<file path="src/rtl/mem_arbiter.sv">
// Round-robin two-port arbiter for the shared single-port sort memory, with lock-based bursts.
// Optional access statistics are enabled by defining MEM_ARB_STATS_EN.
module mem_arbiter #(
  parameter int AW = 8,
  parameter int DW = 8,
  parameter int CW = 16
) (
  input  logic          clk,
  input  logic          rst_n,
  input  logic          req0,
  input  logic          req1,
  input  logic          lock0,
  input  logic          lock1,
  input  logic [AW-1:0] addr0,
  input  logic [AW-1:0] addr1,
  input  logic          wren0,
  input  logic          wren1,
  input  logic [DW-1:0] wdata0,
  input  logic [DW-1:0] wdata1,
  output logic          gnt0,
  output logic          gnt1,
  output logic          rvalid0,
  output logic          rvalid1,
  output logic [DW-1:0] rdata0,
  output logic [DW-1:0] rdata1,
  output logic [AW-1:0] mem_addr,
  output logic          mem_wren,
  output logic [DW-1:0] mem_wdata,
  input  logic [DW-1:0] mem_q,
  output logic [CW-1:0] cnt0,
  output logic [CW-1:0] cnt1
);

  typedef enum logic [1:0] {IDLE, OWN0, OWN1} state_t;

  state_t        state_reg, state_next;
  logic          last_reg, last_next;
  logic [AW-1:0] addr_reg;
  logic [DW-1:0] wdata_reg;
  logic          rvalid0_reg, rvalid1_reg;

  always_ff @(posedge clk or negedge rst_n) begin
    if (!rst_n) begin
      state_reg   <= IDLE;
      last_reg    <= 1'b1;
      addr_reg    <= '0;
      wdata_reg   <= '0;
      rvalid0_reg <= 1'b0;
      rvalid1_reg <= 1'b0;
    end else begin
      state_reg   <= state_next;
      last_reg    <= last_next;
      rvalid0_reg <= gnt0 & ~wren0;
      rvalid1_reg <= gnt1 & ~wren1;
      if (gnt0 || gnt1) begin
        addr_reg  <= mem_addr;
        wdata_reg <= mem_wdata;
      end
    end
  end

  // An owner that drops its request releases immediately, so the other port can take this cycle.
  always_comb begin
    gnt0       = 1'b0;
    gnt1       = 1'b0;
    state_next = IDLE;
    last_next  = last_reg;
    unique case (state_reg)
      OWN0: begin
        if (req0) gnt0 = 1'b1;
        else      gnt1 = req1;
      end
      OWN1: begin
        if (req1) gnt1 = 1'b1;
        else      gnt0 = req0;
      end
      default: begin
        if (req0 && req1) begin
          gnt0 = last_reg;
          gnt1 = ~last_reg;
        end else begin
          gnt0 = req0;
          gnt1 = req1;
        end
      end
    endcase
    if (!rst_n) begin
      gnt0 = 1'b0;
      gnt1 = 1'b0;
    end
    if (gnt0) begin
      state_next = lock0 ? OWN0 : IDLE;
      last_next  = 1'b0;
    end else if (gnt1) begin
      state_next = lock1 ? OWN1 : IDLE;
      last_next  = 1'b1;
    end
  end

  always_comb begin
    mem_addr  = addr_reg;
    mem_wdata = wdata_reg;
    mem_wren  = 1'b0;
    if (gnt0) begin
      mem_addr  = addr0;
      mem_wdata = wdata0;
      mem_wren  = wren0;
    end else if (gnt1) begin
      mem_addr  = addr1;
      mem_wdata = wdata1;
      mem_wren  = wren1;
    end
  end

  assign rvalid0 = rvalid0_reg;
  assign rvalid1 = rvalid1_reg;
  assign rdata0  = mem_q;
  assign rdata1  = mem_q;

`ifdef MEM_ARB_STATS_EN
  logic [CW-1:0] cnt0_reg, cnt1_reg;

  // Saturating counters; only reset clears them.
  always_ff @(posedge clk or negedge rst_n) begin
    if (!rst_n) begin
      cnt0_reg <= '0;
      cnt1_reg <= '0;
    end else begin
      if (gnt0 && cnt0_reg != '1) cnt0_reg <= cnt0_reg + CW'(1);
      if (gnt1 && cnt1_reg != '1) cnt1_reg <= cnt1_reg + CW'(1);
    end
  end

  assign cnt0 = cnt0_reg;
  assign cnt1 = cnt1_reg;
`else
  assign cnt0 = '0;
  assign cnt1 = '0;
`endif

endmodule

</file>
<file path="config.mk">
export PLATFORM = sky130hd
export DESIGN_NAME = mem_arbiter
export DESIGN_NICKNAME = d
export VERILOG_FILES = /design/src/rtl/mem_arbiter.sv
export SDC_FILE = /design/constraint.sdc
export NUM_CORES = 1
export LEC_CHECK = 0
export CELL_PAD_IN_SITES_DETAIL_PLACEMENT = 0
export CELL_PAD_IN_SITES_GLOBAL_PLACEMENT = 1
export CORE_MARGIN = 3
export CORE_UTILIZATION = 22
export DETAILED_ROUTE_END_ITERATION = 7
export HOLD_SLACK_MARGIN = 0.12
export PLACE_DENSITY = 0.75
export SLEW_MARGIN = 20
export SYNTH_ARGS = -nofsm -noshare
export SYNTH_HDL_FRONTEND = slang
export SYNTH_SLANG_ARGS = --single-unit
</file>
<file path="constraint.sdc">
create_clock -name clk -period 2.6 [get_ports clk]
set_input_delay 0.52 -clock clk [delete_from_list [all_inputs] [get_ports clk]]
set_output_delay 0.52 -clock clk [all_outputs]
set_load 0.03 [all_outputs]
</file>
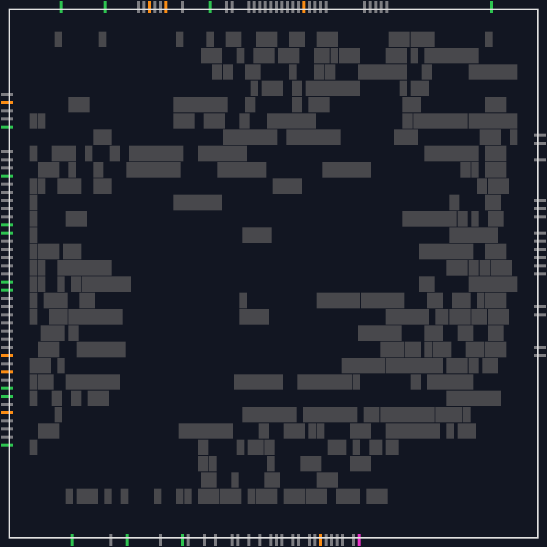
**Above:** ports around the boundary.
Drawn at 6 px/um. Pins as bars across the die edge, other pins in gray.
legend:
  `lock0`:
    color: magenta
    pins: 1
    direction: input
    edge: bottom
  `cnt0`:
    color: green
    pins: 16
    direction: output
    edge: 9 left, 4 top, 3 bottom
  `rdata0`:
    color: orange
    pins: 8
    direction: output
    edge: 4 left, 3 top, 1 bottom
all pins by edge: 42 left, 33 top, 26 bottom, 16 right
Die X: 87.9 um
Die Y: 87.9 um

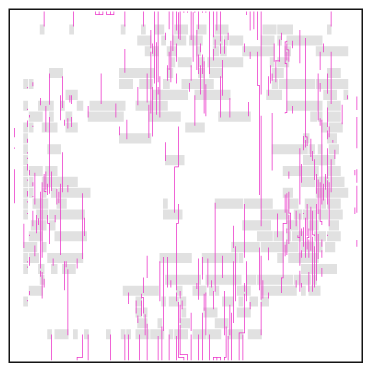
**Above:** signal wires on met2.
Drawn at 4 px/um.
share of all routed wire: 52%
main direction: vertical
wire length on this layer: 1790 um

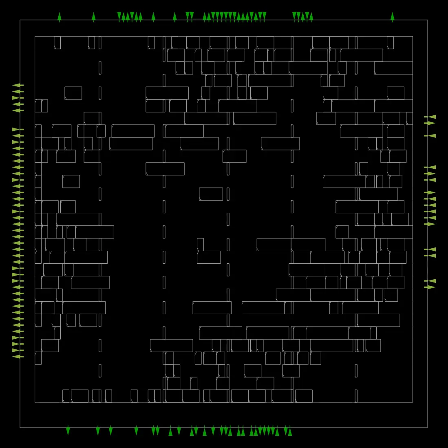
**Above:** placement view.
fraction of area in registers: 0.231
Final Non-Filler Cells: 294
post-layout util: 0.355
core area: 6420 sq um
tapcell count: 77

## worst max-delay path by stage
stage / from / endpoint / slack, ns / cells after the start
6_report: state_reg[0] / mem_wdata[5] / -0.06 / 9
5_1_grt: state_reg[0] / mem_wdata[2] / -0.16 / 9
4_1_cts: state_reg[0] / mem_wdata[0] / -0.08 / 9
3_5_place_dp: req0 / mem_addr[5] / 0.01 / 7
3_3_place_gp: req0 / mem_addr[5] / 0.02 / 7
2_1_floorplan: state_reg[0] / mem_addr[0] / 0.08 / 8
## metrics by stage
step	TNS (ns)	instance area, sq um	util
finish	-0.585	2280	0.355
global route	-2.17	2280	0.355
CTS	-0.894	2140	0.333
detailed placement	0	1920	0.298
global placement	0	1920	0.298
floorplan	0	1590	-
==> impl_metrics.yaml <==
# yosys + openroad results
layout:
  inverters: 5
  lay_top_count: "clkdlybuf4s50_1"
  clk_share: 0.0198
  ff_count: 21
  syn2layout_area_growth_pct: 54.5
  diodes: 0
  logic_gate_count: 114
  nonClkBufAreaFrac: 0.326
  comb_area_share: 0.372
  largest_cell_class: "multi-input combinational cells"
  lay_top_cells: "clkdlybuf4s50_1, conb_1, a21oi_1"
  signal_buffers: 73
die:
  initCoreUtil: 0.229
  rows: 29
  dieArea_sq_um: 7720
  io_pins: 117
global_routing:
  met1_usage: 0.0995
  grt_usage: 0.0821
  use_met3: 0.0160
  antenna_found_initial: 0
  grt_pass1_vias: 1044
setup_path:
  r2r-end: "wdata_reg[5]"
  critPathBufInv: 4
  cp_top_family: "buffers and inverters"
  crit_path_cell_trace: "inv_2 > ha_4 > or2_4 > o211ai_4 > buf_4 > buf_12 > mux2i_4 > a21oi_1 > buf_4"
  crit_path_start_kind: "register"
  r2r_slack_ns: 0.69
  reg2reg_depth: 9
  r2r_start: "state_reg[0]"
  slowest_stage: "dfrtp_1"
detailed_routing:
  wl_per_cell_um: 11.7
  drtAntennaViolNets: 0
  dr.pass1.iters: 2
  drt_wl_total_mm: 3.43
  via_per_inst: 4.06
  via_count: 1193
  drtIter0Drc: 21
  wl_met1_mm: 1.32
  wl_met3_um: 253
synthesis:
  ys_sh_mux: 0.115
  ys_warn_count: 0
  ys_ff: 21
  synth_seq_share: 0.357
  area_leaders: "dfrtp_1, buf_4, mux2i_1, a21oi_1, nor2_1"
  edf_count: 0
  topCombFamilyByArea: "buffers and inverters"
  yosysUniqueCellTypes: 23
  synthAdderAreaFrac: 0.0170
  ys_area_sq_um: 1470
  aoi_share: 0.141
  ys_top_cells_by_count: "buf_4, a21oi_1, dfrtp_1, nor2_1, mux2i_1"
  ys_cells: 164
  synthesis.instances: 164
  syn-cell-area_sq_um: 1470
  syn_area_per_cell_sq_um: 8.99
  postSynth.asyncResetShare: 1.00
  yosysMostFrequentCell: "buf_4"
power:
  combinationalPowerShare: 0.534
  switching_power_w: 0.000555
  vdd_drop_max_v: 0.000246
  maxPowerGroup: "combinational logic"
  comb_cell_power_w: 0.000759
  power_w: 0.00142
  p_clk_frac: 0.152
  swShare: 0.390
  pg_seq_w: 0.000447
status:
  status: "complete, but fails checks"
  violations: "setup timing"
clock_network:
  post_cts_resized: 25
  cts_setup_buffers: 5
  cts_tree: "yes"
  path_clk_slew_ns: 0.08
  worstSkewPairLatency_ns: 0.26
placement:
  dp_slack_ns: 0.0104
  io_buffers: 60
  hpwlAfterDp_mm: 2.54
  place_inst: 284
worst_hold_path:
  min-delay-path-class: "register to register"
  min_to: "last_reg"
  min_from: "last_reg"
  holdPathStages: 2
sta:
  max_freq_mhz: 377
  finalClockPeriodUsage: 1.02
  setup_ws_ns: -0.0551
  setup-violations-final: 16
  rsz0062_at_grt: "yes"
flow_run:
  cap_violations: 0
Power and IR drop assume default switching activity.
